### Placed standard cells, run 1

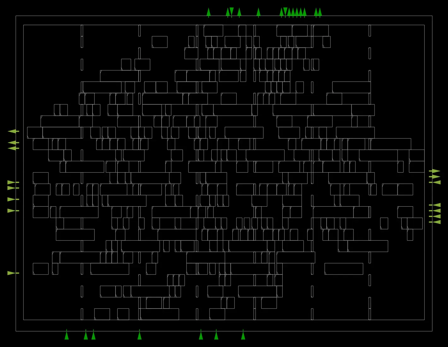
### Placed cells, one colour a class, run 1

Scale: 4 px per µm.
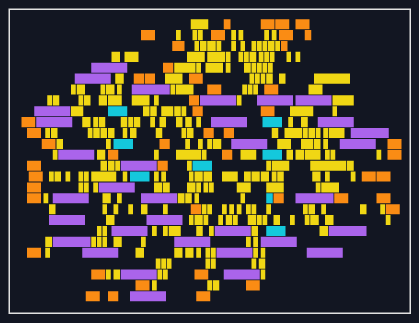
### Sequential cells grouped by signal name, run 1

Scale: 4 px per µm. Other sequential cells in the stronger grey, the rest of the logic in the fainter grey.
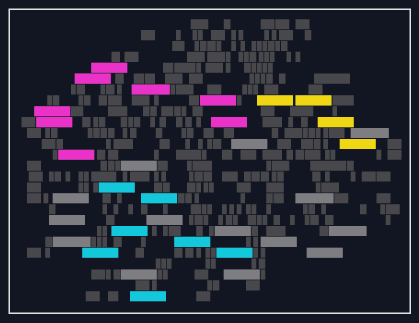
$ cat src/rtl/seq_det_pkg.sv
// Shared constants for the serial pattern detector: 7-segment glyphs, dp index, reset pattern.
// Segment bit order (bit0..bit6) is c,b,a,f,e,d,g, as wired on the target display.
package seq_det_pkg;

   localparam int SEG_DP = 7;

   localparam logic [6:0] SEG_0 = 7'h3F;
   localparam logic [6:0] SEG_1 = 7'h03;
   localparam logic [6:0] SEG_2 = 7'h76;
   localparam logic [6:0] SEG_3 = 7'h67;
   localparam logic [6:0] SEG_4 = 7'h4B;
   localparam logic [6:0] SEG_5 = 7'h6D;
   localparam logic [6:0] SEG_6 = 7'h7D;
   localparam logic [6:0] SEG_7 = 7'h07;
   localparam logic [6:0] SEG_8 = 7'h7F;
   localparam logic [6:0] SEG_9 = 7'h6F;
   localparam logic [6:0] SEG_A = 7'h5F;
   localparam logic [6:0] SEG_B = 7'h79;
   localparam logic [6:0] SEG_C = 7'h3C;
   localparam logic [6:0] SEG_D = 7'h73;
   localparam logic [6:0] SEG_E = 7'h7C;
   localparam logic [6:0] SEG_F = 7'h5C;

   localparam logic [15:0][6:0] SEG_HEX = {SEG_F, SEG_E, SEG_D, SEG_C, SEG_B, SEG_A, SEG_9, SEG_8,
                                           SEG_7, SEG_6, SEG_5, SEG_4, SEG_3, SEG_2, SEG_1, SEG_0};

   localparam logic [7:0] DEF_RST_PATTERN = 8'b0000_0100;
   localparam int         DEF_RST_LEN     = 3;

endpackage

$ cat src/rtl/seg7_hex_decode.sv
// Combinational hex nibble to 7-segment decode, segments active high.
module seg7_hex_decode
   import seq_det_pkg::*;
(
   input  logic [3:0] nibble,
   output logic [6:0] segs
);

   assign segs = SEG_HEX[nibble];

endmodule

$ cat src/rtl/seq_detector_param.sv
// Runtime-programmable serial pattern detector with saturating match counter and 7-seg output.
// match is registered on the same edge that shifts in the completing bit.
module seq_detector_param
   import seq_det_pkg::*;
#(
   parameter int                PAT_W       = 8,
   parameter int                CNT_W       = 8,
   parameter int                LEN_W       = 4,
   parameter logic [PAT_W-1:0]  RST_PATTERN = PAT_W'(DEF_RST_PATTERN),
   parameter logic [LEN_W-1:0]  RST_LEN     = LEN_W'(DEF_RST_LEN)
) (
   input  logic             clk,
   input  logic             rst_n,
   input  logic             ena,
   input  logic             din_valid,
   input  logic             din,
   input  logic             cfg_load,
   input  logic [PAT_W-1:0] cfg_pattern,
   input  logic [LEN_W-1:0] cfg_len,
   input  logic             cfg_overlap,
   output logic             match,
   output logic [CNT_W-1:0] match_count,
   output logic [7:0]       seg
);

   localparam logic [LEN_W-1:0] FULL    = LEN_W'(PAT_W);
   localparam logic [CNT_W-1:0] CNT_MAX = '1;

   logic [PAT_W-1:0] hist, hist_nx, pat, mask;
   logic [LEN_W-1:0] fill, fill_nx, len, len_clamped;
   logic             overlap, sample, hit;
   logic [6:0]       digit_segs;

   always_comb begin
      mask        = '0;
      sample      = din_valid && !cfg_load;
      hist_nx     = {hist[PAT_W-2:0], din};
      fill_nx     = (fill >= FULL) ? FULL : fill + 1'b1;
      for (int i = 0; i < PAT_W; i++) begin
         mask[i] = (i < int'(len));
      end
      hit         = sample && (fill_nx >= len) && (((hist_nx ^ pat) & mask) == '0);
      len_clamped = (cfg_len == '0) ? LEN_W'(1) : ((cfg_len > FULL) ? FULL : cfg_len);
   end

   always_ff @(posedge clk or negedge rst_n) begin
      if (!rst_n) begin
         hist        <= '0;
         fill        <= '0;
         pat         <= RST_PATTERN;
         len         <= RST_LEN;
         overlap     <= 1'b1;
         match       <= 1'b0;
         match_count <= '0;
      end else if (ena) begin
         if (cfg_load) begin
            pat         <= cfg_pattern;
            len         <= len_clamped;
            overlap     <= cfg_overlap;
            hist        <= '0;
            fill        <= '0;
            match       <= 1'b0;
            match_count <= '0;
         end else begin
            match <= hit;
            if (sample) begin
               hist <= hist_nx;
               // Non-overlapping mode restarts fill so the next hit needs len fresh bits.
               fill <= (hit && !overlap) ? '0 : fill_nx;
            end
            if (hit && match_count != CNT_MAX) begin
               match_count <= match_count + 1'b1;
            end
         end
      end
   end

   seg7_hex_decode u_dec (
      .nibble (match_count[3:0]),
      .segs   (digit_segs)
   );

   assign seg = {match, digit_segs};

endmodule
$ cat config.mk
export PLATFORM = sky130hd
export DESIGN_NAME = seq_detector_param
export DESIGN_NICKNAME = d
export VERILOG_FILES = /design/src/rtl/seq_det_pkg.sv /design/src/rtl/seg7_hex_decode.sv /design/src/rtl/seq_detector_param.sv
export SDC_FILE = /design/constraint.sdc
export NUM_CORES = 1
export LEC_CHECK = 0
export ABC_AREA = 1
export CORE_ASPECT_RATIO = 0.75
export CORE_MARGIN = 1.5
export CORE_UTILIZATION = 30
export CTS_CLUSTER_DIAMETER = 60
export DETAILED_ROUTE_END_ITERATION = 16
export PLACE_DENSITY = 0.54
export REMOVE_ABC_BUFFERS = 1
export SLEW_MARGIN = 10
export SYNTH_ARGS = -nofsm -noshare
export SYNTH_HDL_FRONTEND = slang
export SYNTH_HIERARCHICAL = 1
export SYNTH_SLANG_ARGS = --single-unit
$ cat constraint.sdc
create_clock -name clk -period 2.1 [get_ports clk]
set_input_delay 0.42 -clock clk [delete_from_list [all_inputs] [get_ports clk]]
set_output_delay 0.42 -clock clk [all_outputs]
set_load 0.02 [all_outputs]
==> Changelog: implementation, run 1 <==
## Implementation

* Simple Share, Synth at 31.4%
* Initial drt markers at between 100 and 150
* Status: finished clean
* Dominant class by area: logic gates
* First-pass GRT wire length at 8180 µm
* Max-Cap Viols at 0
* Routed length per instance at about 12 µm
* Clk pwr share at between 30% and 40%
* Residual DRC at 0
* Yosys xor share at around 1.7%
* Top cell excl fill/tap: nand2_1
* Routed Antenna Nets at 0
* Critical path endpoint category: register
* Commonest flop: dfrtp_1
* Clk latency late pin at 280 ps
* Leakage at ~1.3 nW
* Reg2reg end: match_count[0]$_DFFE_PN0P_
* Sw frac at slightly below 30%
* Slew headroom at a little under three quarters
* Number of standard cells reported by yosys at between 200 and 300
* Overall power at 1.58 mW
* CTS tree: built
* Layout area overhead at 35.3%
* Commonest cells in the synthesized netlist: nand2_1 (97), inv_1 (44), nand3_1 (31)
* Final GP Congestion at between 0.8 and 0.9
* Reg2Reg Depth at 15
* Non-clock buffers, area share at between 10% and 20%
* Tmin final at slightly above 2000 ps
* Setup bufs post-CTS at 0
* Top cells by area: dfrtp_1 (34%), nand2_1 (17%), ha_1 (8.3%), inv_1 (7.8%), nand3_1 (7.4%)
* Yosys cell types at 25
* PD cells at roughly 550 nW/µm²
* Switching power at ~0.47 mW
* Seq/total area at 29.1%
* Post-route setup slack at roughly 43 ps
* Die width at ~100 µm
* Ant. Diodes at 0
* Seq pwr at between 0.7 and 0.8 mW
* Crit-path max FO at 5
* Internal Power at approximately 1.1 mW
* Share of layout cells above drive strength 1 at 20.2%
* Buffers on Ports at 35
* TritonRoute pass-1 iters at 4
* CP top delay family: simple AND/OR/NAND/NOR gates
* Async SR Flop Fraction at 100%
* Chip Area at approximately 7600 µm²
* Setup CP Type: reg -> reg
## Picture notes: 'Placed standard cells'
Rows: 26
Tap Cells: 84

## Picture notes: 'Placed cells, one colour a class'
[orange] other buffers and delay cells | cells: 49
[yellow] all other logic | cells: 256
[purple] flops | cells: 33
[cyan] clock drivers and dummy loads | cells: 8

## Picture notes: 'Sequential cells grouped by signal name'
[magenta] match_count | placed flops: 8
[cyan] hist | placed flops: 7
[yellow] fill | placed flops: 4

## run 1: metrics by stage
stage / std cells / utilization, % / setup TNS, ps / hold slack [ps] / area, µm²
2_1_floorplan: 288 / - / 0 / 124 / 2080
3_3_place_gp: 418 / 38.5 / 0 / 487 / 2620
3_5_place_dp: 418 / 38.5 / -16.6 / 487 / 2620
4_1_cts: 426 / 39.9 / 0 / 506 / 2710
5_1_grt: 430 / 42.0 / -553 / 537 / 2860
6_report: 430 / 42.0 / 0 / 502 / 2860
## run 1: per-layer routing
layer / vias up / GRT usage, % / part of all wire, %
li1: 1033 / - / -
met1: 909 / 21.3 / 54
met2: 36 / 19.5 / 42
met3: 2 / 3.12 / 3.4
met4: 0 / 5.16 / 0.63
met5: - / 0 / 0
==> run 2, diff against run 1 <==
CORE_UTILIZATION = 40   (was 30)
PLACE_DENSITY = 0.67   (was 0.54)
### Sequential cells grouped by signal name, run 2

Scale: 4 px per µm. Other sequential cells in the stronger grey, the rest of the logic in the fainter grey.
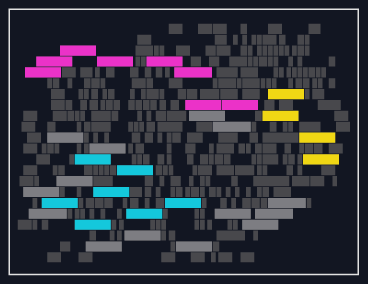
[magenta] match_count | placed flops: 8
[yellow] fill | placed flops: 4 | where: middle right
[cyan] hist | placed flops: 7
not coloured: 14

==> run 2 against run 1 <==
Compared with the run above: worst setup slack gained 17 ps; sequential cell count is the same; utilization grew 14 points; sequential share of layout area grew 0.51 points; hold slack gained 7.8 ps; final cell count shrank 3.7%; highest routed layer is now met3; sequential power is essentially flat; clock skew shrank 2.4 ps; non-clock buffer count shrank 4; critical path depth shrank 2; total power shrank 1.2%; largest power group unchanged; synthesized area is the same.
==> Changelog: implementation, run 2 <==
## Implementation

* Reg2reg end: match_count[2]$_DFFE_PN0P_
* Simple Share, Synth at between 30% and 40%
* Fin Setup TNS at 0 ps
* Clk pwr share at 33.6%
* Metal2 WL at 1960 µm
* Slew headroom at around 72%
* Status: finished clean
* Residual DRC at 0
* Max-Cap Viols at 0
* Final non-filler cell total at around 410
* Crit-path max FO at 5
* Top cell excl fill/tap: nand2_1
* Clk latency late pin at around 280 ps
* Buffers on Ports at 35
* Routed Antenna Nets at 0
* Top cells by area: dfrtp_1 (34%), nand2_1 (17%), ha_1 (8.3%), inv_1 (7.8%), nand3_1 (7.4%)
* Switching power at 0.453 mW
* TritonRoute pass-1 iters at 4
* Commonest cells in the synthesized netlist: nand2_1 (97), inv_1 (44), nand3_1 (31)
* Initial drt markers at 146
* Rows at 22
* GR Util met1 at between 20% and 30%
* Routed length per instance at between 10 and 15 µm
* Yosys xor share at approximately 1.7%
* Setup bufs post-CTS at 0
* Overall power at 1.56 mW
* Async SR Flop Fraction at 100%
* Non-clock buffers, area share at around 15%
* PD cells at approximately 560 nW/µm²
* Wire length on met3 at ~270 µm
* Tap Cells at about 72
* Setup CP Type: reg -> reg
* Commonest flop: dfrtp_1
* CP top delay family: simple AND/OR/NAND/NOR gates
* Share of layout cells above drive strength 1 at 19.6%
* Post-route setup slack at slightly below 60 ps
* First-pass GRT wire length at 7800 µm
* Number of standard cells reported by yosys at between 200 and 300
* Reg2Reg Depth at 13
* Dominant class by area: logic gates
* Sw frac at 29.0%
* Layout area overhead at 33.0%
* GRT busiest layer: met1
* Chip Area at approximately 5700 µm²
* Hold Slack at approximately 500 ps
### Signal wires on met3, run 2

Scale: 3 px per µm. Cells faint in the background.
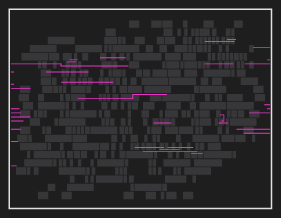
longest straight run: 22.3 µm
wire length on this layer: 267 µm
main direction: horizontal
nets with wire on the layer: 35

## run 2: cell counts after synthesis
No cell type changed its count.
## run 2: per-stage QoR
stage,util (%),area [µm²]
after floorplan,-,2080
after global routing,56.3,2810
after CTS,54.2,2700
final,56.3,2810
after global placement,52.4,2610
after detailed placement,52.4,2610
## run 2: timing repair
| action | CTS | global route |
|---|---|---|
| gates cloned | 0 | 1 |
| setup endpoints to repair | 7 | 17 |
| hold endpoints to repair | 0 | 0 |
| pin swaps | 0 | 16 |
| gates resized | 9 | 38 |
## run 2: logic make-up (layout without fill, tap and decap cells)
group | after synthesis | after routing
simple gates | 154 | 155
fa+ha+maj | 14 | 14
flops | 33 | 33
buf+inv | 52 | 100
compound gates | 35 | 35
mux | 1 | 1
xor+xnor | 4 | 4
==> run 3, diff against run 2 <==
--- a/config.mk
+++ b/config.mk
@@ -8,5 +8,4 @@
 export ABC_AREA = 1
 export CORE_ASPECT_RATIO = 0.75
-export CORE_MARGIN = 1.5
 export CORE_UTILIZATION = 40
 export CTS_CLUSTER_DIAMETER = 60
==> constraint.sdc (replaced) <==
create_clock -name clk -period 2.1 [get_ports clk]
set_input_delay 0.42 -clock clk [delete_from_list [all_inputs] [get_ports clk]]
set_output_delay 0.42 -clock clk [all_outputs]
set_load 0.1 [all_outputs]
### Signal wires on met3, run 3

Scale: 3 px per µm. Cells faint in the background.
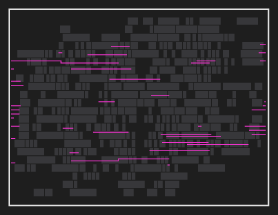
nets with wire on the layer: 37
longest straight run: 20.2 µm
wire length on this layer: 305 µm
share of all routed wire: 5.9%

==> run 3 against run 2 <==
Compared with the run above: the flow now finishes with violations (setup timing); die size fell by 2.7%; synthesized area stayed put; final cell count up 1.4%.
==> Changelog: implementation, run 3 <==
## Implementation

* Status: finished with violations
* Violated checks: setup timing
* Share of layout cells above drive strength 1 at 23.0%
* Routed length per instance at ~12 µm
* Dominant class by area: logic gates
* Buffers on Ports at 35
* Initial drt markers at 148
* Endpoints failing setup at 1
* Post-cts gate resize count at 1
* Tmin final at roughly 2100 ps
* CP top delay family: simple AND/OR/NAND/NOR gates
* First-pass GRT wire length at approximately 8600 µm
* PD cells at 586 nW/µm²
* Slew headroom at between 70% and 80%
* Dpl cell area at around 2700 µm²
* Non-clock buffers, area share at 19.9%
* Final GP Congestion at ~0.83
* Layout area overhead at 41.6%
* Die width at approximately 86 µm
* Switching power at around 0.53 mW
* Post-route setup slack at -5.88 ps
* Sw frac at 30.1%
* Setup bufs post-CTS at 1
* Top cell excl fill/tap: nand2_1
* Number of standard cells reported by yosys at around 290
* Routed Antenna Nets at 0
* Yosys xor share at 1.66%
* Fin Setup TNS at -5.88 ps
* Critical path endpoint category: register
* Reg2reg end: fill[3]$_DFFE_PN0P_
* Seq pwr at around 0.71 mW
### Placed standard cells, run 3

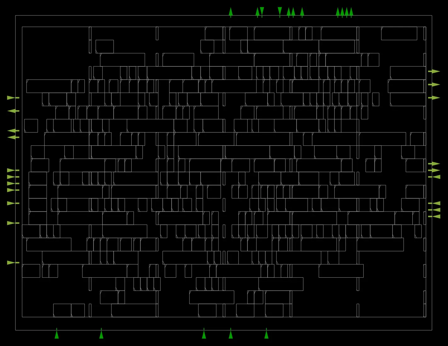
Rows: 22
final non-filler cell total: 420
Final Core Density: 60.0%
Seq/total area: 27.8%
Tap Cells: 72

==> run 3: cell types whose count changed in the layout (fill, tap and decap cells not counted), moves of 3 or more <==
cell	previous run	this run
nand2_1	90	93
nand2_2	11	7
o21ai_1	1	4
o21ai_0	16	13
buf_12	1	13
dlygate4sd2_1	3	0
clkdlybuf4s50_1	28	18
buf_4	9	19
clkbuf_2	4	0
==> run 3: metal layers <==
layer	vias to the layer above	GRT usage, %	share of wire (%)	routed length (µm)
met5	-	0	0	0
met2	61	28.2	43	2240
met3	3	3.82	5.9	304
met4	0	5.63	0.44	23
met1	928	30.1	50	2620
li1	1033	-	-	-

==> screenshots <==
Cell sizes after repair.
Scale: 4 px per µm.
shot_01.png
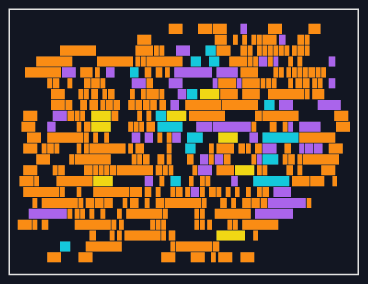
shot_02.png
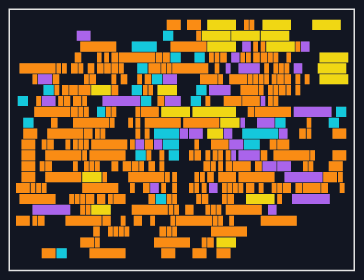
shot_03.png
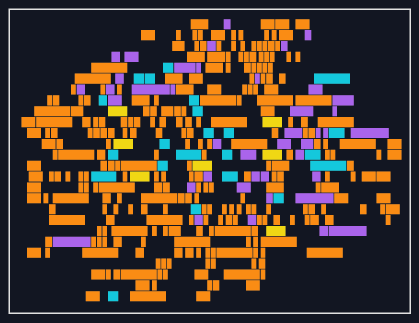
run 1 -> shot_03.png
run 3 -> shot_02.png
run 2 -> shot_01.png
- largest die: shot_03.png

Key to shot_03.png:
[orange] drive 1 or less | cells: 276 | share: 80%
[purple] drive 2 | cells: 41 | share: 12%
[cyan] drive 3 to 4 | cells: 22 | share: 6.4%
[yellow] drive 6 and up | cells: 7 | share: 2.0%

No activity file was given, so power comes from the tool's default toggle rates.
